`config.mk`:
```
export PLATFORM = sky130hd
export DESIGN_NAME = acc_scoreboard_flat
export DESIGN_NICKNAME = d
export VERILOG_FILES = /design/src/rtl/acc_scoreboard_if.sv /design/src/rtl/acc_scoreboard.sv /design/src/flat_wrapper.sv
export SDC_FILE = /design/constraint.sdc
export NUM_CORES = 1
export LEC_CHECK = 0
export ABC_AREA = 1
export CORE_MARGIN = 1
export CORE_UTILIZATION = 57
export CTS_BUF_LIST = sky130_fd_sc_hd__clkbuf_16
export DETAILED_ROUTE_END_ITERATION = 10
export GPL_TIMING_DRIVEN = 0
export HOLD_SLACK_MARGIN = 0.03
export PLACE_DENSITY_LB_ADDON = 0.15
export SLEW_MARGIN = 20
export SYNTH_ARGS = -nofsm -noshare
export SYNTH_HDL_FRONTEND = slang
export SYNTH_SLANG_ARGS = --single-unit
export TNS_END_PERCENT = 20
```
`constraint.sdc`:
```
create_clock -name clk -period 10.95 [get_ports clk]
set_input_delay 2.19 -clock clk [delete_from_list [all_inputs] [get_ports clk]]
set_output_delay 2.19 -clock clk [all_outputs]
set_load 0.03 [all_outputs]
```
`src/rtl/acc_scoreboard_if.sv`:
```
// acc_scoreboard_if: the word stream and DUT result signals
// observed by the accumulator scoreboard.
interface acc_scoreboard_if #(
    parameter int CHANNELS         = 3,
    parameter int PIXEL_WIDTH      = 8,
    parameter int WEIGHT_PRECISION = 5,
    parameter int ACC_WIDTH        = 64
);
    logic                                  in_valid;
    logic [CHANNELS*PIXEL_WIDTH-1:0]       pixel_word;
    logic [CHANNELS*WEIGHT_PRECISION-1:0]  weight_word;
    logic [ACC_WIDTH-1:0]                  dut_acc;
    logic                                  dut_done;
    logic                                  dut_cat_out;

    modport master (
        output in_valid, pixel_word, weight_word,
        output dut_acc, dut_done, dut_cat_out
    );

    modport slave (
        input in_valid, pixel_word, weight_word,
        input dut_acc, dut_done, dut_cat_out
    );
endinterface

```
`src/rtl/acc_scoreboard.sv`:
```
// acc_scoreboard: running signed MAC reference and checker for the
// recognizer accumulator. ACC_SB_FIRST_ERR_EN builds first-error capture.
module acc_scoreboard #(
    parameter int CHANNELS         = 3,
    parameter int PIXEL_WIDTH      = 8,
    parameter int WEIGHT_PRECISION = 5,
    parameter int ACC_WIDTH        = 64,
    parameter int NUM_WORDS        = 4096,
    parameter int DUT_LATENCY      = 1,
    parameter int DONE_TIMEOUT     = 64,
    parameter int ERR_CNT_WIDTH    = 16
) (
    input  logic                         clk,
    input  logic                         rst,
    input  logic                         start,
    acc_scoreboard_if.slave              bus,
    output logic                         busy,
    output logic [ACC_WIDTH-1:0]         exp_acc,
    output logic                         mismatch,
    output logic [ERR_CNT_WIDTH-1:0]     err_count,
    output logic                         done,
    output logic                         result_ok,
    output logic [$clog2(NUM_WORDS):0]   first_err_idx,
    output logic [ACC_WIDTH-1:0]         first_err_exp
);
    localparam int PROD_W = PIXEL_WIDTH + WEIGHT_PRECISION + 1;
    localparam int IDX_W  = $clog2(NUM_WORDS) + 1;
    localparam int TMR_W  = $clog2(DONE_TIMEOUT + 1);
    localparam int LAST   = DUT_LATENCY - 1;

    typedef enum logic [1:0] {
        IDLE,
        RUN,
        WAIT_DONE,
        REPORT
    } state_t;

    state_t               state;
    logic [IDX_W-1:0]     word_cnt;
    logic [TMR_W-1:0]     timer;

    logic                 pipe_v [DUT_LATENCY];
    logic [ACC_WIDTH-1:0] pipe_e [DUT_LATENCY];

    logic                 accept;
    logic [ACC_WIDTH-1:0] beat_sum;
    logic [ACC_WIDTH-1:0] acc_next;
    logic [PROD_W-1:0]    pe;
    logic [PROD_W-1:0]    we;
    logic [PROD_W-1:0]    prod;
    logic [WEIGHT_PRECISION-1:0] wbits;
    logic                 cmp_err;
    logic                 early_err;
    logic                 tmo_hit;
    logic                 cat_err;
    logic                 exp_pos;
    logic [2:0]           inc;
    logic [ERR_CNT_WIDTH:0]   err_sum;
    logic [ERR_CNT_WIDTH-1:0] err_next;

    assign busy = (state != IDLE);

    // Sum of the per-channel zext(pixel) * sext(weight) products of this word.
    always_comb begin
        beat_sum = '0;
        pe       = '0;
        we       = '0;
        prod     = '0;
        wbits    = '0;
        for (int c = 0; c < CHANNELS; c++) begin
            wbits = bus.weight_word[c*WEIGHT_PRECISION +: WEIGHT_PRECISION];
            pe = {{(PROD_W-PIXEL_WIDTH){1'b0}},
                  bus.pixel_word[c*PIXEL_WIDTH +: PIXEL_WIDTH]};
            we = {{(PROD_W-WEIGHT_PRECISION){wbits[WEIGHT_PRECISION-1]}},
                  wbits};
            prod = pe * we;
            beat_sum = beat_sum +
                {{(ACC_WIDTH-PROD_W){prod[PROD_W-1]}}, prod};
        end
    end

    // Error events of this cycle and the saturating error count they produce.
    always_comb begin
        accept    = (state == RUN) && bus.in_valid && !start;
        acc_next  = exp_acc + beat_sum;
        exp_pos   = !exp_acc[ACC_WIDTH-1] && (exp_acc != '0);
        cmp_err   = pipe_v[LAST] && (bus.dut_acc != pipe_e[LAST]);
        early_err = (state == RUN) && bus.dut_done;
        tmo_hit   = (state == WAIT_DONE) && !bus.dut_done &&
                    (timer == TMR_W'(DONE_TIMEOUT - 1));
        cat_err   = (state == WAIT_DONE) && bus.dut_done &&
                    (bus.dut_cat_out != exp_pos);
        inc       = {2'b0, cmp_err} + {2'b0, early_err} +
                    {2'b0, tmo_hit} + {2'b0, cat_err};
        err_sum   = {1'b0, err_count} + (ERR_CNT_WIDTH+1)'(inc);
        err_next  = err_sum[ERR_CNT_WIDTH] ? '1 : err_sum[ERR_CNT_WIDTH-1:0];
    end

    // Control FSM with expected accumulator, counters and verdict registers.
    always_ff @(posedge clk) begin
        if (rst) begin
            state     <= IDLE;
            exp_acc   <= '0;
            word_cnt  <= '0;
            timer     <= '0;
            err_count <= '0;
            mismatch  <= 1'b0;
            done      <= 1'b0;
            result_ok <= 1'b0;
        end else if (start) begin
            state     <= RUN;
            exp_acc   <= '0;
            word_cnt  <= '0;
            timer     <= '0;
            err_count <= '0;
            mismatch  <= 1'b0;
            done      <= 1'b0;
            result_ok <= 1'b0;
        end else begin
            mismatch  <= cmp_err;
            done      <= 1'b0;
            err_count <= err_next;
            unique case (state)
                IDLE: ;
                RUN: begin
                    if (accept) begin
                        exp_acc  <= acc_next;
                        word_cnt <= word_cnt + 1'b1;
                        if (word_cnt == IDX_W'(NUM_WORDS - 1)) begin
                            state <= WAIT_DONE;
                            timer <= '0;
                        end
                    end
                end
                WAIT_DONE: begin
                    if (bus.dut_done || tmo_hit) begin
                        state <= REPORT;
                    end else begin
                        timer <= timer + 1'b1;
                    end
                end
                REPORT: begin
                    done      <= 1'b1;
                    result_ok <= (err_next == '0);
                    state     <= IDLE;
                end
            endcase
        end
    end

    // Compare pipeline: expected value travels DUT_LATENCY stages to meet dut_acc.
    always_ff @(posedge clk) begin
        if (rst || start) begin
            for (int i = 0; i < DUT_LATENCY; i++) begin
                pipe_v[i] <= 1'b0;
                pipe_e[i] <= '0;
            end
        end else begin
            pipe_v[0] <= accept;
            pipe_e[0] <= acc_next;
            for (int i = 1; i < DUT_LATENCY; i++) begin
                pipe_v[i] <= pipe_v[i-1];
                pipe_e[i] <= pipe_e[i-1];
            end
        end
    end

`ifdef ACC_SB_FIRST_ERR_EN
    logic [IDX_W-1:0] pipe_i [DUT_LATENCY];
    logic             first_seen;

    // Beat index rides alongside the expected value in the compare pipeline.
    always_ff @(posedge clk) begin
        if (rst || start) begin
            for (int i = 0; i < DUT_LATENCY; i++) begin
                pipe_i[i] <= '0;
            end
        end else begin
            pipe_i[0] <= word_cnt;
            for (int i = 1; i < DUT_LATENCY; i++) begin
                pipe_i[i] <= pipe_i[i-1];
            end
        end
    end

    // Latch index and expected value of the first accumulator mismatch.
    always_ff @(posedge clk) begin
        if (rst || start) begin
            first_seen    <= 1'b0;
            first_err_idx <= '0;
            first_err_exp <= '0;
        end else if (cmp_err && !first_seen) begin
            first_seen    <= 1'b1;
            first_err_idx <= pipe_i[LAST];
            first_err_exp <= pipe_e[LAST];
        end
    end
`else
    assign first_err_idx = '0;
    assign first_err_exp = '0;
`endif

endmodule

```
`src/flat_wrapper.sv`:
```
// flat-port wrapper written by rule: the top's interface ports become plain ports
module acc_scoreboard_flat 
#(
    parameter int CHANNELS         = 3,
    parameter int PIXEL_WIDTH      = 8,
    parameter int WEIGHT_PRECISION = 5,
    parameter int ACC_WIDTH        = 64,
    parameter int NUM_WORDS        = 4096,
    parameter int DUT_LATENCY      = 1,
    parameter int DONE_TIMEOUT     = 64,
    parameter int ERR_CNT_WIDTH    = 16
)
  (clk, rst, start, busy, exp_acc, mismatch, err_count, done, result_ok, first_err_idx, first_err_exp, bus_in_valid, bus_pixel_word, bus_weight_word, bus_dut_acc, bus_dut_done, bus_dut_cat_out);
  acc_scoreboard_if #(.CHANNELS(CHANNELS), .PIXEL_WIDTH(PIXEL_WIDTH), .WEIGHT_PRECISION(WEIGHT_PRECISION), .ACC_WIDTH(ACC_WIDTH)) bus_i ();
  input  logic clk;
  input  logic rst;
  input  logic start;
  output logic busy;
  output logic [ACC_WIDTH-1:0] exp_acc;
  output logic mismatch;
  output logic [ERR_CNT_WIDTH-1:0] err_count;
  output logic done;
  output logic result_ok;
  output logic [$clog2(NUM_WORDS):0] first_err_idx;
  output logic [ACC_WIDTH-1:0] first_err_exp;
  input wire logic [$bits(bus_i.in_valid)-1:0] bus_in_valid;
  input wire logic [$bits(bus_i.pixel_word)-1:0] bus_pixel_word;
  input wire logic [$bits(bus_i.weight_word)-1:0] bus_weight_word;
  input wire logic [$bits(bus_i.dut_acc)-1:0] bus_dut_acc;
  input wire logic [$bits(bus_i.dut_done)-1:0] bus_dut_done;
  input wire logic [$bits(bus_i.dut_cat_out)-1:0] bus_dut_cat_out;
  assign bus_i.in_valid = bus_in_valid;
  assign bus_i.pixel_word = bus_pixel_word;
  assign bus_i.weight_word = bus_weight_word;
  assign bus_i.dut_acc = bus_dut_acc;
  assign bus_i.dut_done = bus_dut_done;
  assign bus_i.dut_cat_out = bus_dut_cat_out;
  acc_scoreboard #(.CHANNELS(CHANNELS), .PIXEL_WIDTH(PIXEL_WIDTH), .WEIGHT_PRECISION(WEIGHT_PRECISION), .ACC_WIDTH(ACC_WIDTH), .NUM_WORDS(NUM_WORDS), .DUT_LATENCY(DUT_LATENCY), .DONE_TIMEOUT(DONE_TIMEOUT), .ERR_CNT_WIDTH(ERR_CNT_WIDTH)) u_core (.clk(clk), .rst(rst), .start(start), .bus(bus_i), .busy(busy), .exp_acc(exp_acc), .mismatch(mismatch), .err_count(err_count), .done(done), .result_ok(result_ok), .first_err_idx(first_err_idx), .first_err_exp(first_err_exp));
endmodule
```
**Run 1: placement view**

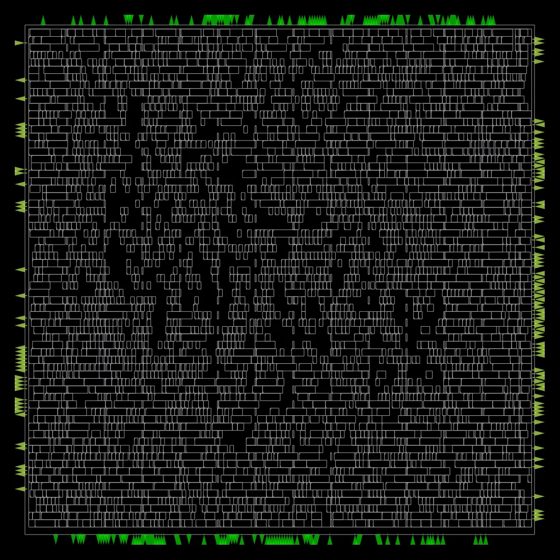
final cell utilization of the core: 67.5%
Rows: 67
filler cell count in the final layout: 3052
core region area: 33500 um2

**Run 1: floorplan with the power grid**

Pins as bars on the die edge. Tap cells in grey.
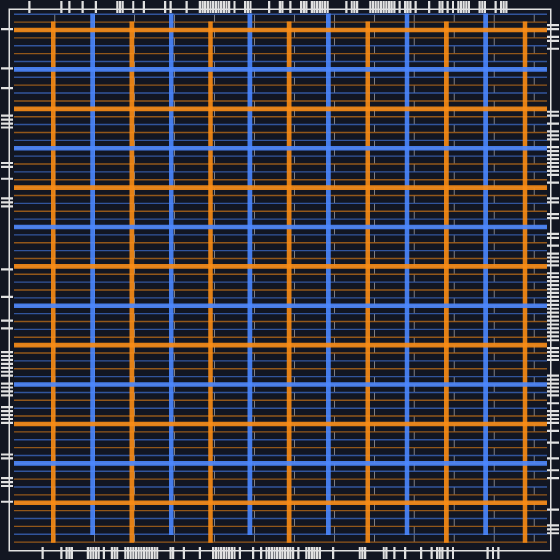
[blue] VDD
[orange] VSS
met1 rails: 68
met5 straps: 13
signal pins: 270
tap cells: 448
met4 straps: 13
overall die height: 186 um

**Run 1: the metal 2 layer**

The bar under the picture is 50 um long.
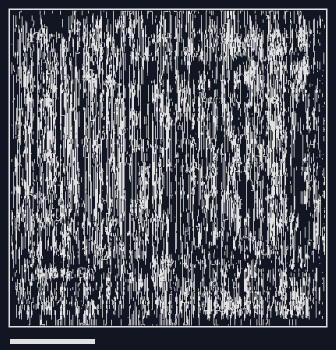
wire length on this layer: 27.9 mm
nets with wire on the layer: 2982
main direction: vertical

**Run 1: clock wires, drivers and flops**

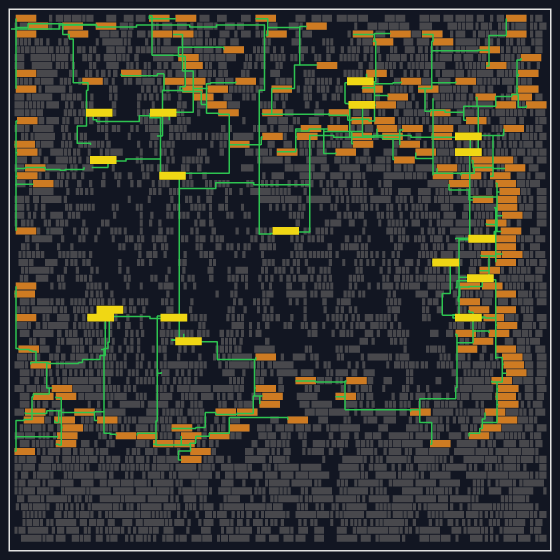
[orange] flip-flops | count: 170
[green] clock wires | length: 2500 um
[yellow] cells driving clock nets | count: 17
flops lie: spread over the die
worst-case clock skew: 0.0205 ns
worst skew pair latency: 0.46 ns

==> impl_results.rst, run 1 <==
Metrics
=======

.. list-table::
   :header-rows: 1

   * - Metric
     - Value
   * - Number of cell instances after yosys synthesis
     - 2981
   * - Area growth from synthesis to final layout
     - 16.7%
   * - FF-to-FF path depth
     - 23
   * - GRT Resource Usage Total
     - 35.0%
   * - Maximum clock path buffer count
     - 2
   * - Final estimated routing congestion in global placement
     - 1.00
   * - FF-to-FF End
     - u_core.result_ok$_SDFFE_PP0P_
   * - Post-route minimum period
     - just over 10 ns
   * - Number of nets in the layout
     - 3656
   * - Final Hold Violating Endpoints
     - 0
   * - FMAX
     - 97.4 MHz
   * - Most instantiated logic cell after routing
     - nand2_1
   * - FFs w/ async S/R, synth
     - 0%
   * - Cell types with the largest area share after synthesis
     - dfxtp_1 (18%), nand2_1 (17%), fa_1 (15%), inv_1 (14%), ha_1 (9.4%)
   * - Data required time at the worst endpoint
     - 11.31 ns
   * - Core Util at FP
     - slightly below 60%
   * - Distinct lib cells
     - 46
   * - R2R Setup Slk
     - 6.10 ns
   * - Launching point of the worst reg2reg path
     - u_core.pipe_e[0][44]$_SDFF_PP0_
   * - Final critical-path share of the clock period
     - 93.7%
   * - Initial antenna violation count
     - 1
   * - Tool warning count
     - 32
   * - Critical path class
     - in -> reg
   * - Number of global-route vias before repair
     - 18500
   * - Cell chosen for the clock root
     - clkbuf_16
   * - Fraction of layout instances using a drive strength above 1
     - 6.36%
   * - Full die area
     - approximately 35000 um2
   * - Diode insertion count for antenna repair
     - 0
   * - Outcome
     - completed
   * - Slowest cell on the critical path
     - fa_1
   * - Final Slew Violations
     - 0
   * - Yosys top cell area share
     - between 10% and 20%
   * - RSZ-0062 raised after global routing
     - false
   * - Clk slew on worst S/H paths
     - 0.08 ns
   * - DR vias/cell
     - 5.08
   * - Category of the worst setup path capture point
     - flop
   * - Starting DRC count in detailed routing
     - 1322
   * - First drt pass iteration count
     - 6
   * - Worst hold stages
     - 2
   * - Relative slew slack
     - 43.3%
   * - Number of clock sinks seen by CTS
     - roughly 170
   * - Routed wire length per instance
     - 16.1 um
   * - Number of instances in the synthesized netlist
     - 2981
   * - Post-route DRC violation count
     - 0
   * - Flop and latch count out of synthesis
     - 170
   * - Worst hold slack across all endpoints
     - 0.483 ns
   * - Htree depth
     - 4
   * - Synth area leader
     - dfxtp_1
   * - Transition time at the pin with the least slew margin
     - 0.851 ns
   * - Number of instances resized during post-cts repair
     - 0
   * - Synthesized chip area reported by yosys
     - about 19000 um2
   * - Pre-CTS setup slack
     - 0.231 ns
   * - Critical Path AT
     - 10.62 ns
## run 1: cells by family after synthesis
family / Yosys count / share of synthesized area, %
AND-OR/OR-AND: 236 / 6.61
AND/OR/NAND/NOR: 1361 / 29.8
flip-flops: 170 / 17.6
other: 1 / 0.0193
adder cells (fa/ha/maj): 289 / 24.2
buffers and inverters: 831 / 17.6
XOR/XNOR: 93 / 4.20
## run 1: per-stage QoR
stage               util [%]  instance area, um2  std cells
finish                  67.5               22600       3718
global route            67.5               22600       3718
CTS                     67.5               22600       3718
detailed placement      65.9               22100       3687
global placement        65.7               22000       3685
floorplan                  -               19700       3057
## run 1: sequential cells by signal, indices dropped and copies added, names as in the netlist
register          flops
u_core.err_count     16
u_core.done           1
u_core.word_cnt      13
u_core.state          2
u_core.exp_acc       64
u_core.pipe_e        64
u_core.timer          7
u_core.mismatch       1
u_core.pipe_v         1
u_core.result_ok      1
## run 1: worst max-delay path by stage
stage                        from                               to  slack [ns]  cells past startpoint
5_1_grt        bus_weight_word[9]  u_core.exp_acc[56]$_SDFFE_PP0P_        0.19                     32
4_1_cts        bus_weight_word[4]  u_core.exp_acc[58]$_SDFFE_PP0P_        0.69                     33
3_3_place_gp   bus_weight_word[9]  u_core.exp_acc[58]$_SDFFE_PP0P_       -1.33                     32
3_5_place_dp   bus_weight_word[4]  u_core.exp_acc[58]$_SDFFE_PP0P_        0.23                     33
6_report       bus_weight_word[4]  u_core.exp_acc[56]$_SDFFE_PP0P_        0.69                     32
2_1_floorplan  bus_weight_word[9]  u_core.exp_acc[63]$_SDFFE_PP0P_        0.86                     33
## run 1: worst max-delay path, delay by kind of cell
family	cells	cell delay, ns
adder cells (fa/ha/maj)	8	3.81
AND-OR/OR-AND	2	0.34
AND/OR/NAND/NOR	12	2.02
buffers and inverters	9	1.73
XOR/XNOR	1	0.48
## run 1: Yosys cell counts, drive strengths merged, types with 26 or more instances
| master | number |
|---|---|
| o21ai | 79 |
| fa | 143 |
| nor3 | 26 |
| buf | 84 |
| nand2 | 882 |
| nor2 | 224 |
| xor2 | 32 |
| dfxtp | 170 |
| or2 | 31 |
| xnor2 | 61 |
| clkbuf | 35 |
| ha | 146 |
| inv | 708 |
| nand3 | 133 |
| a21oi | 121 |
## run 1: layer usage
layer	GRT usage [%]	wire length [um]
met1	44.8	25700
met4	13.4	2100
met3	6.07	4230
met5	0	13
met2	58.7	27900
## run 1: cell type report
| cell class | instances | area, um2 | share of cell area (%) |
|---|---|---|---|
| plain buffers | 119 | 744 | 3.29 |
| clock buffers | 17 | 425 | 1.88 |
| clock inverters | 14 | 128 | 0.564 |
| inverters | 712 | 2680 | 11.8 |
| multi-input cells | 2056 | 12900 | 56.8 |
| flip-flops and latches | 170 | 3400 | 15.0 |
| well taps | 448 | 561 | 2.48 |
| repair buffers | 182 | 1840 | 8.14 |
**Run 1: placed cells, one colour a class**

The bar under the picture is 50 um long. Fill, decap, tap and diode cells in grey.
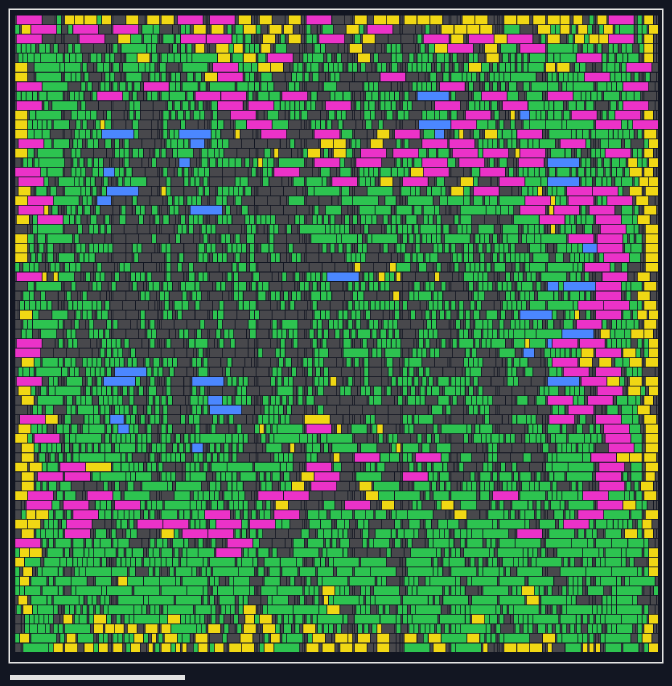

## Run 2: what changed since run 1
--- a/config.mk
+++ b/config.mk
@@ -6,8 +6,9 @@
 export NUM_CORES = 1
 export LEC_CHECK = 0
 export ABC_AREA = 1
+export CORE_ASPECT_RATIO = 0.8
 export CORE_MARGIN = 1
-export CORE_UTILIZATION = 57
+export CORE_UTILIZATION = 59
 export CTS_BUF_LIST = sky130_fd_sc_hd__clkbuf_16
 export DETAILED_ROUTE_END_ITERATION = 10
 export GPL_TIMING_DRIVEN = 0
==> constraint.sdc (replaced) <==
create_clock -name clk -period 12.65 [get_ports clk]
set_input_delay 2.53 -clock clk [delete_from_list [all_inputs] [get_ports clk]]
set_output_delay 2.53 -clock clk [all_outputs]
set_load 0.03 [all_outputs]
**Run 2: placed cells, one colour a class**

The bar under the picture is 50 um long. Fill, decap, tap and diode cells in grey.
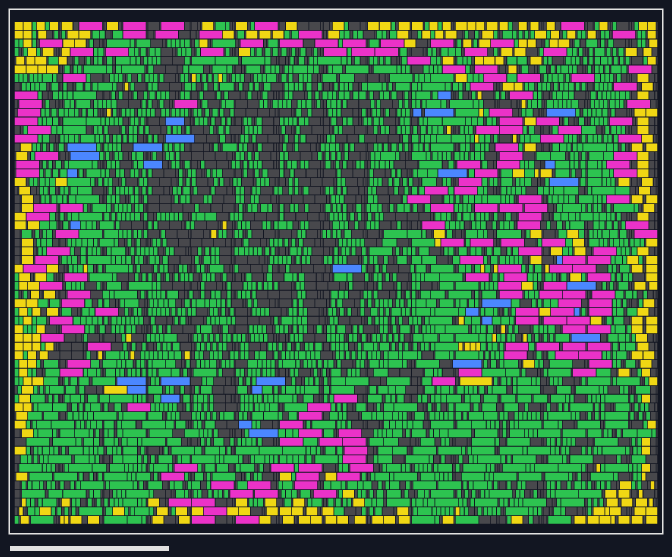
[green] all other logic | cells: 2768 | share of their area: 70%
[magenta] flip-flops | cells: 170 | share of their area: 15%
[yellow] other buffers and delay cells | cells: 301 | share of their area: 12%
[blue] clock drivers and dummy loads | cells: 32 | share of their area: 2.6%
Rows: 58
post-layout instance area: 22600 um2
core region area: 31900 um2
final cell utilization of the core: 71.1%

**Run 2: clock wires, drivers and flops**

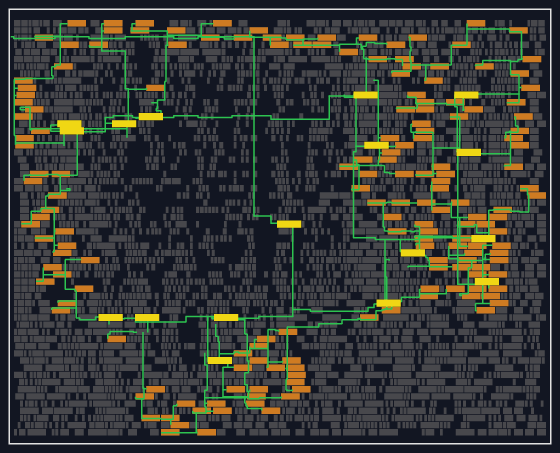
[yellow] cells driving clock nets | count: 17
[orange] flip-flops | count: 170
[green] clock wires | length: 2510 um
flops lie: spread over the die
routed clock nets: 18

**Run 2: placement view**

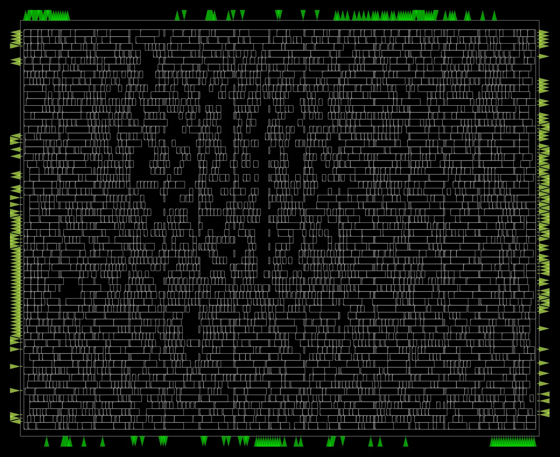
filler cell count in the final layout: 2717
proportion of cell area occupied by registers: 15.0%
count of inserted tapcells: 420
final cell count without fillers: 3691

==> run 2 against run 1 <==
Flip-flop count unchanged. Clock skew down 0.0025 ns. Global-route usage up 1.4 points. Sequential share of layout area about the same. Register-to-register slack better by 1.9 ns. Worst hold slack worse by 0.013 ns. Clock-buffer cell count unchanged. Final cell count down 0.73%.
==> impl_results.rst, run 2 <==
Metrics
=======

.. list-table::
   :header-rows: 1

   * - Metric
     - Value
   * - Full die area
     - 33600 um2 (-3.3%)
   * - Cell chosen for the clock root
     - clkbuf_16
   * - Worst skew pair latency
     - 0.48 ns (+0.02 ns)
   * - Diode insertion count for antenna repair
     - 0 (unchanged)
   * - Overall die height
     - 164 um (-12%)
   * - Cell types with the largest area share after synthesis
     - dfxtp_1 (18%), nand2_1 (17%), fa_1 (15%), inv_1 (14%), ha_1 (9.4%)
   * - Met1 track demand over resource in global routing
     - 52.0% (+7.2 points)
   * - Transition time at the pin with the least slew margin
     - 1.05 ns (+0.198 ns)
   * - Synthesized chip area reported by yosys
     - 19400 um2 (unchanged)
   * - Initial antenna violation count
     - 1 (unchanged)
   * - Yosys top cell area share
     - 17.6% (unchanged)
   * - Largest registers
     - u_core.exp_acc: 64 flops, u_core.pipe_e: 64 flops, u_core.err_count: 16 flops
   * - Outcome
     - completed
   * - And-or/or-and share of the synthesized area
     - 6.61% (unchanged)
   * - Critical path class
     - in -> reg
   * - Clk slew on worst S/H paths
     - 0.08 ns (about the same)
   * - Die span in x
     - 205 um
   * - Most instantiated logic cell after routing
     - nand2_1
   * - Leading post-synthesis cells by instance count
     - nand2_1 (867), inv_1 (698), nor2_1 (207), dfxtp_1 (170), ha_1 (146)
   * - Htree depth
     - 4 (unchanged)
   * - GRT Resource Usage Total
     - 36.3% (+1.4 points)
   * - Most instantiated library cell after synthesis
     - nand2_1
   * - Maximum clock path buffer count
     - 2 (unchanged)
   * - Starting DRC count in detailed routing
     - 1805 (+37%)
   * - Number of flops mapped to enable cells by yosys
     - 0
   * - Count of max-cap constraint violations
     - 0
   * - RSZ-0062 raised after global routing
     - false
   * - Final critical-path share of the clock period
     - between 80% and 90%
   * - Number of instances in the synthesized netlist
     - 2981 (unchanged)
   * - Post-route DRC violation count
     - 0 (unchanged)
   * - Met3 layer usage reported by global route
     - 9.01% (+2.9 points)
   * - Number of global-route vias before repair
     - 18000 (-3.0%)
   * - Distinct lib cells
     - 46 (unchanged)
   * - Antenna-violating nets left
     - 0
   * - DR vias/cell
     - 5.22 (+2.8%)
   * - FFs w/ async S/R, synth
     - 0% (unchanged)
   * - Cell area after synthesis
     - about 19000 um2
   * - Fraction of layout instances using a drive strength above 1
     - 6.42% (+0.059 points)
   * - Post-route minimum period
     - 10.46 ns
   * - Adder and majority gate portion of the synthesized area
     - 24.2% (unchanged)
   * - Worst hold stages
     - 2 (unchanged)
   * - Post-Synth XOR/XNOR Area
     - 4.20% (unchanged)
   * - Worst-case clock skew
     - 0.0180 ns (-0.00253 ns)
   * - Final estimated routing congestion in global placement
     - 1.00 (+0.33%)
   * - Fin Setup TNS
     - 0 ns
   * - # hold bufs at CTS
     - 0
   * - Dominant kind of combinational cell
     - simple AND/OR/NAND/NOR gates
   * - Fraction of synthesized area in multiplexers
     - 0% (unchanged)
   * - Routed wire length per instance
     - 16.1 um (about the same)
   * - Final Hold Violating Endpoints
     - 0 (unchanged)
   * - Area growth from synthesis to final layout
     - 16.8% (about the same)
   * - First drt pass iteration count
     - 6 (unchanged)
   * - Worst hold slack across all endpoints
     - 0.470 ns (-0.0126 ns)
   * - FF-to-FF path depth
     - 22 (-4.3%)
   * - Category of the worst setup path capture point
     - flop
   * - Met2 layer usage reported by global route
     - 54.8% (-3.9 points)
   * - Simple-Gate Fraction of Synth Area
     - 29.8% (unchanged)
   * - I/O pin count
     - 270
   * - Slowest cell on the critical path
     - fa_1
   * - Core Util at FP
     - 60.9% (+3.0 points)
   * - Critical Path AT
     - 10.84 ns (+0.22 ns)
   * - Data required time at the worst endpoint
     - 13.03 ns (+1.72 ns)
   * - Number of cell instances after yosys synthesis
     - 2981 (unchanged)
   * - Number of nets in the layout
     - 3656 (unchanged)
   * - Relative slew slack
     - 30.1% (-13 points)
   * - Flop and latch count out of synthesis
     - 170 (unchanged)
   * - Final Slew Violations
     - 0 (unchanged)
   * - FMAX
     - 95.6 MHz
   * - Number of clock sinks seen by CTS
     - 170 (unchanged)
   * - Tool warning count
     - 32 (unchanged)
   * - Grt peak-use layer
     - met2
   * - Number of instances resized during post-cts repair
     - 0 (unchanged)
   * - Most numerous cell on the critical path
     - fa_1
   * - Synth area leader
     - dfxtp_1
   * - Pre-CTS setup slack
     - 1.79 ns (+1.56 ns)
## run 2: routing by layer
layer	wire length, um	vias to the layer above
li1	-	9340
met1	26600	8881
met2	25100	954
met3	6830	80
met4	1040	0
met5	0	-
## run 2: cells by family (layout without fill, tap and decap cells)
family,after synthesis,after routing
AND/OR/NAND/NOR,1361,1361
flip-flops,170,170
XOR/XNOR,93,93
AND-OR/OR-AND,236,236
adder cells (fa/ha/maj),289,289
buffers and inverters,831,1045
other,1,77
## run 2: area by class of cell
type	count	area, um2
plain buffers	119	744
inverters	712	2680
well taps	420	526
multi-input cells	2056	12900
clock buffers	17	425
repair buffers	182	1850
flip-flops and latches	170	3400
clock inverters	15	160
fillers	2717	9220
## run 2: worst max-delay path: cells and delay by family
kind	cells	cell delay [ns]
adder cells (fa/ha/maj)	8	3.81
AND/OR/NAND/NOR	12	2.13
buffers and inverters	9	1.58
XOR/XNOR	1	0.41
AND-OR/OR-AND	2	0.30
## run 2: final timing paths
check                                                   endpoint                        startpoint  slack [ns]
worst min register to register  u_core.word_cnt[10]$_SDFFE_PP0P_  u_core.word_cnt[10]$_SDFFE_PP0P_        0.47
worst max-delay path             u_core.exp_acc[58]$_SDFFE_PP0P_                bus_weight_word[4]        2.19
worst min-delay path            u_core.word_cnt[10]$_SDFFE_PP0P_  u_core.word_cnt[10]$_SDFFE_PP0P_        0.47
worst max register to register     u_core.result_ok$_SDFFE_PP0P_   u_core.pipe_e[0][51]$_SDFF_PP0_        7.95
## run 2: metrics by stage
stage | cells | utilization, % | instance area (um2)
after global placement | 3657 | 69.1 | 22000
after detailed placement | 3659 | 69.2 | 22100
final | 3691 | 71.1 | 22600
after floorplan | 3057 | - | 19700
after global routing | 3691 | 71.1 | 22600
after CTS | 3691 | 71.1 | 22600
